===== src/rtl/hazard_detect_unit_pkg.sv =====
// Shared pipeline definitions: opcode and function codes plus the scoreboard slot layout
// used by the ID-stage hazard controller.
package hazard_detect_unit_pkg;

   localparam logic [5:0] OP_RTYPE = 6'h00;
   localparam logic [5:0] OP_J     = 6'h02;
   localparam logic [5:0] OP_JAL   = 6'h03;
   localparam logic [5:0] OP_BEQ   = 6'h04;
   localparam logic [5:0] OP_BNE   = 6'h05;
   localparam logic [5:0] OP_ADDI  = 6'h08;
   localparam logic [5:0] OP_LW    = 6'h23;
   localparam logic [5:0] OP_SW    = 6'h2b;

   localparam logic [5:0] FN_ADD   = 6'h20;
   localparam logic [5:0] FN_SUB   = 6'h22;
   localparam logic [5:0] FN_AND   = 6'h24;
   localparam logic [5:0] FN_OR    = 6'h25;
   localparam logic [5:0] FN_SLT   = 6'h2a;

   localparam int SB_SLOT_W = 7;

   // One in-flight register writer
   typedef struct packed {
      logic       v;
      logic [4:0] wreg;
      logic       ld;
   } sb_slot_t;

   function automatic sb_slot_t sb_empty();
      sb_slot_t s;
      s.v    = 1'b0;
      s.wreg = 5'd0;
      s.ld   = 1'b0;
      return s;
   endfunction

endpackage


===== src/rtl/hazard_detect_unit_match.sv =====
// Compares one scoreboard slot against the source registers of the ID instruction.
module hazard_match
   import hazard_detect_unit_pkg::*;
(
   input  sb_slot_t   slot,
   input  logic       id_valid,
   input  logic [4:0] id_rs,
   input  logic [4:0] id_rt,
   input  logic       id_uses_rs,
   input  logic       id_uses_rt,
   output logic       match
);

   logic rs_hit;
   logic rt_hit;

   assign rs_hit = id_uses_rs && (id_rs == slot.wreg);
   assign rt_hit = id_uses_rt && (id_rt == slot.wreg);

   // $0 is hard-wired, so a writer of $0 is never a real producer
   assign match = id_valid && slot.v && (slot.wreg != 5'd0) && (rs_hit || rt_hit);

endmodule


===== src/rtl/hazard_detect_unit.sv =====
// ID-stage hazard controller: two-slot writer scoreboard, stall/flush priority and a
// saturating stall-cycle counter.
module hazard_detect_unit
   import hazard_detect_unit_pkg::*;
#(
   parameter int FWD   = 1,
   parameter int CNT_W = 16
) (
   input  logic             CLK,
   input  logic             Reset,
   input  logic             id_valid,
   input  logic [4:0]       id_rs,
   input  logic [4:0]       id_rt,
   input  logic             id_uses_rs,
   input  logic             id_uses_rt,
   input  logic [4:0]       id_wreg,
   input  logic             id_reg_write,
   input  logic             id_mem_read,
   input  logic             id_jump,
   input  logic             ex_branch_taken,
   input  logic             stall_ext,
   output logic             bubble,
   output logic             pc_write,
   output logic             ifid_write,
   output logic             ifid_flush,
   output logic [CNT_W-1:0] stall_cycles
);

   sb_slot_t sb_ex;
   sb_slot_t sb_mem;
   sb_slot_t ex_next;
   logic     ex_match;
   logic     mem_match;
   logic     haz;
   logic     haz_stall;

   hazard_match u_match_ex (
      .slot       (sb_ex),
      .id_valid   (id_valid),
      .id_rs      (id_rs),
      .id_rt      (id_rt),
      .id_uses_rs (id_uses_rs),
      .id_uses_rt (id_uses_rt),
      .match      (ex_match)
   );

   hazard_match u_match_mem (
      .slot       (sb_mem),
      .id_valid   (id_valid),
      .id_rs      (id_rs),
      .id_rt      (id_rt),
      .id_uses_rs (id_uses_rs),
      .id_uses_rt (id_uses_rt),
      .match      (mem_match)
   );

   // With forwarding only a load in EX cannot supply its result in time
   generate
      if (FWD != 0) begin : g_fwd
         assign haz = ex_match && sb_ex.ld;
      end else begin : g_nofwd
         assign haz = ex_match || mem_match;
      end
   endgenerate

   always_comb begin
      bubble     = 1'b0;
      pc_write   = 1'b1;
      ifid_write = 1'b1;
      ifid_flush = 1'b0;
      if (Reset) begin
         bubble     = 1'b1;
         pc_write   = 1'b0;
         ifid_write = 1'b0;
         ifid_flush = 1'b1;
      end else if (stall_ext) begin
         pc_write   = 1'b0;
         ifid_write = 1'b0;
      end else if (ex_branch_taken) begin
         ifid_flush = 1'b1;
         bubble     = 1'b1;
      end else if (haz) begin
         pc_write   = 1'b0;
         ifid_write = 1'b0;
         bubble     = 1'b1;
      end else if (id_jump && id_valid) begin
         ifid_flush = 1'b1;
      end
   end

   assign haz_stall = haz && !stall_ext && !ex_branch_taken;

   always_comb begin
      ex_next      = sb_empty();
      ex_next.v    = id_valid && id_reg_write && !bubble;
      ex_next.wreg = id_wreg;
      ex_next.ld   = id_mem_read;
   end

   always_ff @(posedge CLK or posedge Reset) begin
      if (Reset) begin
         sb_ex  <= sb_empty();
         sb_mem <= sb_empty();
      end else if (!stall_ext) begin
         sb_mem <= sb_ex;
         sb_ex  <= ex_next;
      end
   end

   always_ff @(posedge CLK or posedge Reset) begin
      if (Reset) begin
         stall_cycles <= '0;
      end else if (haz_stall && (stall_cycles != {CNT_W{1'b1}})) begin
         stall_cycles <= stall_cycles + 1'b1;
      end
   end

endmodule


===== config.mk =====
export PLATFORM = sky130hd
export DESIGN_NAME = hazard_detect_unit
export DESIGN_NICKNAME = d
export VERILOG_FILES = /design/src/rtl/hazard_detect_unit_pkg.sv /design/src/rtl/hazard_detect_unit_match.sv /design/src/rtl/hazard_detect_unit.sv
export SDC_FILE = /design/constraint.sdc
export NUM_CORES = 1
export LEC_CHECK = 0
export ABC_CLOCK_PERIOD_IN_PS = 4320
export CAP_MARGIN = 20
export CELL_PAD_IN_SITES_DETAIL_PLACEMENT = 0
export CELL_PAD_IN_SITES_GLOBAL_PLACEMENT = 1
export CORE_UTILIZATION = 37
export DETAILED_ROUTE_END_ITERATION = 10
export PLACE_DENSITY_LB_ADDON = 0.05
export REMOVE_ABC_BUFFERS = 1
export SLEW_MARGIN = 20
export SYNTH_ARGS = -nofsm -noshare
export SYNTH_HDL_FRONTEND = slang
export SYNTH_SLANG_ARGS = --single-unit

===== constraint.sdc =====
create_clock -name CLK -period 4.32 [get_ports CLK]
set_input_delay 0.864 -clock CLK [delete_from_list [all_inputs] [get_ports CLK]]
set_output_delay 0.864 -clock CLK [all_outputs]
set_load 0.05 [all_outputs]

run_1/pinout.png
Pins as bars across the die edge, other pins in grey.
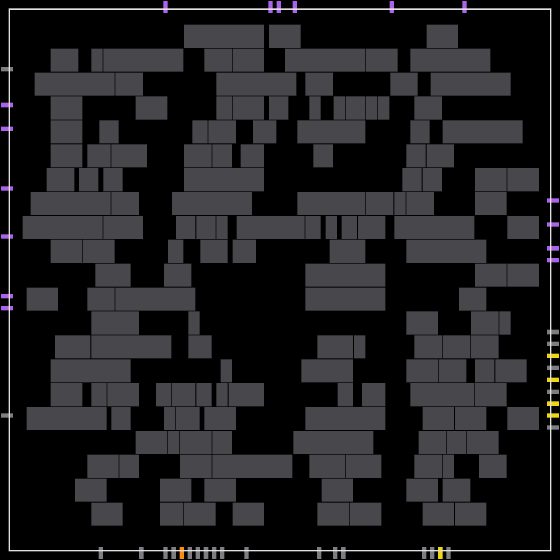
Key: purple = stall_cycles [pins 16, direction output, edge 6 left, 6 top, 4 right]; yellow = id_rs [pins 5, direction input, edge 4 right, 1 bottom]; orange = ifid_flush [pins 1, direction output, edge bottom]
All pins by edge: 18 bottom, 13 right, 8 left, 6 top.
Die Ht: 61.5 um
DIE WIDTH: 61.5 um
PortBufs: 44

run_1/layers.png
Only two layers are drawn.
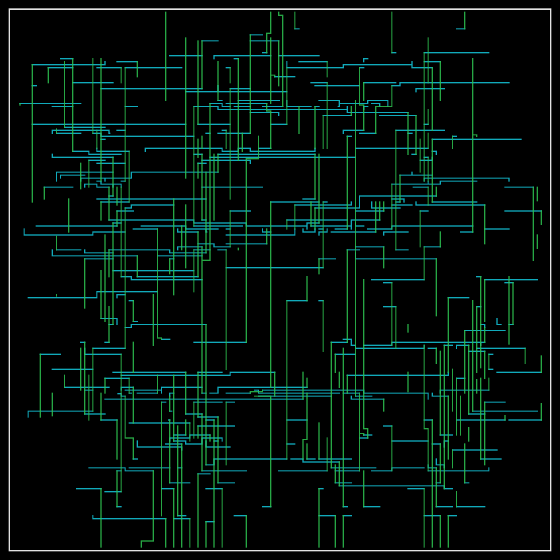
Key: green = M2 [wire length 1430 um]; cyan = M1 [wire length 1300 um]
vias: 1049
wire per inst: 13.9 um
GRT Util Overall: 16.9%
final WL: 2.89 mm

run_1/gates.png
Bar = 20 um.
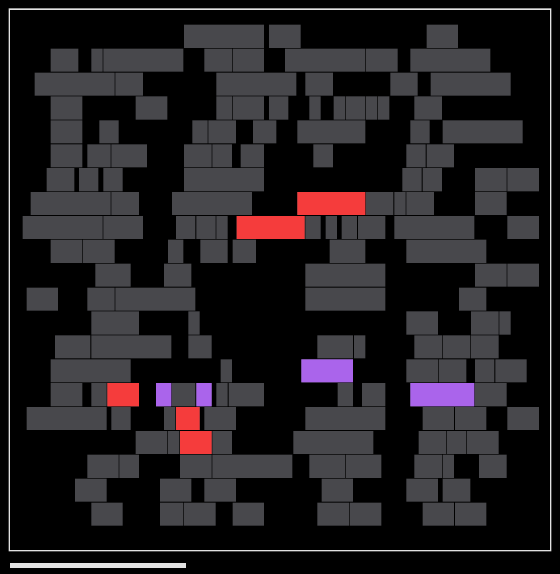
Key: purple = aoi and oai cells [cells 4]; red = non-inverting ao/oa cells [cells 5, most used o311a_4]
final non-filler cell total: 208
most numerous logic cell after layout: clkdlybuf4s50_1
logic share of the area: 38.6%

==> summary.txt, run 1 <==
flow finished, numbers: skew final=0.00416 ns, post-CTS setup repair buffer count=0, startpoint types=primary input, max-cap viol count=0, Final setup viols=0, number of remaining DRC errors=0, endpoints failing hold=0, Core ar.=0.00336 mm^2, drt pass-1 iters=4, n_diodes=0, Worst Hold Class=flip-flop to flip-flop, gp weighted congestion=0.677, critical path class=primary input to output port, setup ws final=0.477 ns, Slew @ Worst Pin=0.506 ns, Seq/Total Area, Yosys=44.0%, tool warnings=25, Worst path most repeated cell=clkdlybuf4s50_1, largest delay contributor family on the critical path=buffers and inverters, vias per cell=5.04, Post-Synthesis Cells=115, cell area after layout=0.00182 mm^2, outcome=finished, final reports clean, initial DRC count=35, cts repair resizes=0, Registers, synthesis=23, Async SR Flop Fraction=100%, yosys warns=0, Yosys chip area=0.00131 mm^2, mean post-synth cell area=11.4 um^2, synthesized area=0.00131 mm^2, area grow syn2layout=39.3%, largest net degree at the start of global routing=24, Final ANT Viol Nets=0, final net count=189, post-route minimum period=3.84 ns, Required @ worst endpoint=3.46 ns, grt total ovfl=0
==> run 1: cells by family after synthesis <==
logic type / count (synthesis)
mux: 7
xor+xnor: 25
fa+ha+maj: 1
simple gates: 45
buf+inv: 5
flops: 23
compound gates: 9
==> run 1: flip-flops by register name, summed over array words and instances, names as in the netlist <==
register,cells
stall_cycles,16
sb_ex,7
==> run 1: synth_stat cells (2+ instances only) <==
master	instances	share of area (%)
and3_1	3	1.4
and3_2	2	1.1
dfrtp_1	23	44
inv_1	2	0.57
mux2_2	6	5.2
nand2_1	8	2.3
nand3_1	6	2.3
nand4_1	11	5.3
nor2_1	5	1.4
nor2b_1	3	1.4
o311a_4	2	3.3
xnor2_1	25	17
==> run 1: area by class of cell <==
class / count / area [um^2]
clock buffer: 4 / 26.3
fill: 329 / 1540
inverter: 2 / 7.51
multi-input combinational: 87 / 703
sequential: 23 / 576
tap: 46 / 57.6
timing repair buffer: 46 / 453
==> run 1: power by group <==
part	internal, mW	switching [mW]	total, mW
registers	0.221	0.00790	0.229
logic	0.0427	0.0345	0.0773
clock network	0.0360	0.0661	0.102
==> run 1: layer usage <==
metal,wire length (um),global-route usage (%)
met5,0,0
met4,20,5.71
met3,132,3.36
met2,1430,28.9
met1,1300,21.3
==> run 1: worst paths after layout <==
path,cells after the start,from,slack (ns),to
hold / removal,1,stall_cycles[9],0.50,stall_cycles[9]
hold reg to reg,1,stall_cycles[9],0.50,stall_cycles[9]
min in group asynchronous,3,Reset,0.99,stall_cycles[6]
max in group asynchronous,3,Reset,3.10,stall_cycles[2]
setup reg to reg,6,sb_ex[3],2.57,stall_cycles[1]
setup / recovery,7,id_rs[1],0.48,ifid_flush
==> inputs of run 2 (changes only) <==
- ABC_CLOCK_PERIOD_IN_PS: 4320 -> not set
run_2/pinout.png
Pins as bars across the die edge, other pins in grey.
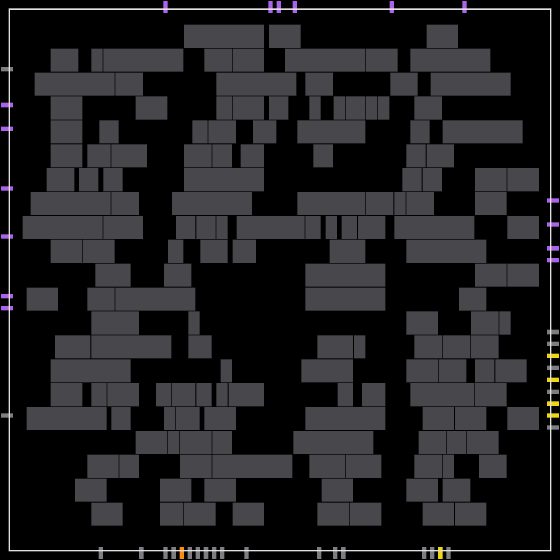
Key: yellow = id_rs [pins 5, direction input, edge 4 right, 1 bottom]; orange = ifid_flush [pins 1, direction output, edge bottom]; purple = stall_cycles [pins 16, direction output, edge 6 left, 6 top, 4 right]
All pins by edge: 18 bottom, 13 right, 8 left, 6 top.

run_2/clock_nets.png
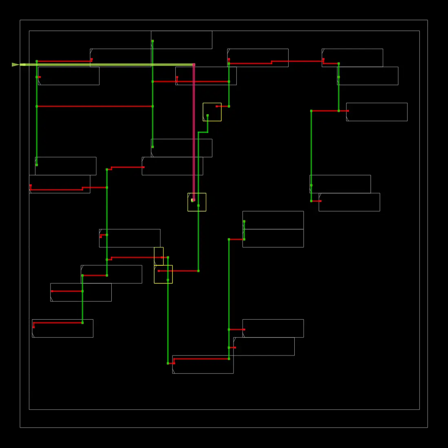
total clock sinks: 23
clock buffers: 4
FF+latch count: 23
TritonCTS Buffers: 3
skew final: 0.00416 ns

==> summary.txt, run 2 <==
flow finished, numbers: outcome=finished, final reports clean (unchanged), switching power=109 uW (unchanged), post-CTS setup repair buffer count=0 (unchanged), largest net degree at the start of global routing=24 (unchanged), most numerous logic cell after layout=clkdlybuf4s50_1 (unchanged), vias=1049 (unchanged), share of power burned in registers=56.1% (about the same), Post-Synthesis Cells=115 (unchanged), critical path class=primary input to output port (unchanged), final WL=2.89 mm (unchanged), Final ANT Viol Nets=0 (unchanged), initial DRC count=35 (unchanged), Async SR Flop Fraction=100% (unchanged), top flop regs=stall_cycles x16, sb_ex x7 (unchanged), Worst path most repeated cell=clkdlybuf4s50_1 (unchanged), vias per cell=5.04 (unchanged), Required @ worst endpoint=3.46 ns (about the same), Comb pwr share=18.9% (about the same), DIE WIDTH=61.5 um (unchanged), share of the synthesized area in the top cell type=44.0% (unchanged), n_diodes=0 (unchanged), drt pass-1 iters=4 (unchanged), Slew @ Worst Pin=0.506 ns (unchanged), endpoints failing hold=0 (unchanged), final net count=189 (unchanged), Seq/Total Area, Yosys=44.0% (unchanged), Registers, synthesis=23 (unchanged), Clk pwr share=25.0% (about the same)
run_2/ff_map.png
Bar = 20 um. Other cells in grey.
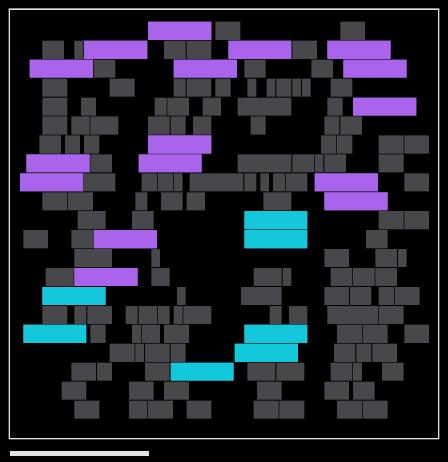
Key: purple = stall_cycles [placed flops 16]; cyan = sb_ex [placed flops 7]
Seq. cell area: 576 um^2
sequential power: 229 uW
sequential cell area share: 31.6%

-- run 2: cell counts after synthesis --
No cell type changed its count.
-- run 2: worst paths after layout --
path	to	cells past startpoint	from	slack, ns
worst max-delay path	ifid_flush	7	id_rs[1]	0.48
worst min-delay path	stall_cycles[9]	1	stall_cycles[9]	0.50
worst max register to register	stall_cycles[1]	6	sb_ex[3]	2.57
worst min register to register	stall_cycles[9]	1	stall_cycles[9]	0.50
max in group asynchronous	stall_cycles[2]	3	Reset	3.10
min in group asynchronous	stall_cycles[6]	3	Reset	0.99
-- run 2: kinds of logic after synthesis --
family,share of synthesized area [%]
multiplexers,6.31
AND/OR/NAND/NOR,20.8
flip-flops,44.0
XOR/XNOR,16.7
buffers and inverters,2.29
adder cells (fa/ha/maj),0.956
AND-OR/OR-AND,8.89
-- run 2: worst max-delay path, delay by kind of cell --
| kind | cells | cell delay, ns |
|---|---|---|
| buffers and inverters | 2 | 1.19 |
| AND/OR/NAND/NOR | 2 | 0.26 |
| AND-OR/OR-AND | 2 | 0.53 |
| XOR/XNOR | 1 | 0.13 |
-- run 2: power by group through the flow --
stage	registers, mW	logic (mW)	clock network (mW)
after floorplan	0.232	0.0417	0
after global placement	0.233	0.0768	0
after detailed placement	0.234	0.0787	0
after CTS	0.229	0.0788	0.111
after global routing	0.230	0.0838	0.113
final	0.229	0.0773	0.102
-- run 2: layer usage --
layer,share of wire [%],GRT usage [%],up-vias
met1,45,21.3,522
met2,50,28.9,21
met3,4.6,3.36,2
li1,-,-,504
met4,0.69,5.71,0
met5,0,0,-
-- run 2: stage by stage --
stage / hold WS (ns) / std cells / worst slack [ns]
2_1_floorplan: 0.463 / 112 / 0.694
3_3_place_gp: 0.477 / 204 / 0.518
3_5_place_dp: 0.485 / 204 / 0.469
4_1_cts: 0.504 / 208 / 0.463
5_1_grt: 0.521 / 208 / 0.392
6_report: 0.498 / 208 / 0.477
-- run 2: final cells by class --
| class | instances | area (um^2) |
|---|---|---|
| clock buffers | 4 | 26.3 |
| fillers | 329 | 1540 |
| inverters | 2 | 7.51 |
| multi-input cells | 87 | 703 |
| flip-flops and latches | 23 | 576 |
| well taps | 46 | 57.6 |
| repair buffers | 46 | 453 |
Power figures rest on the tool's default switching activity, not on a simulated workload.
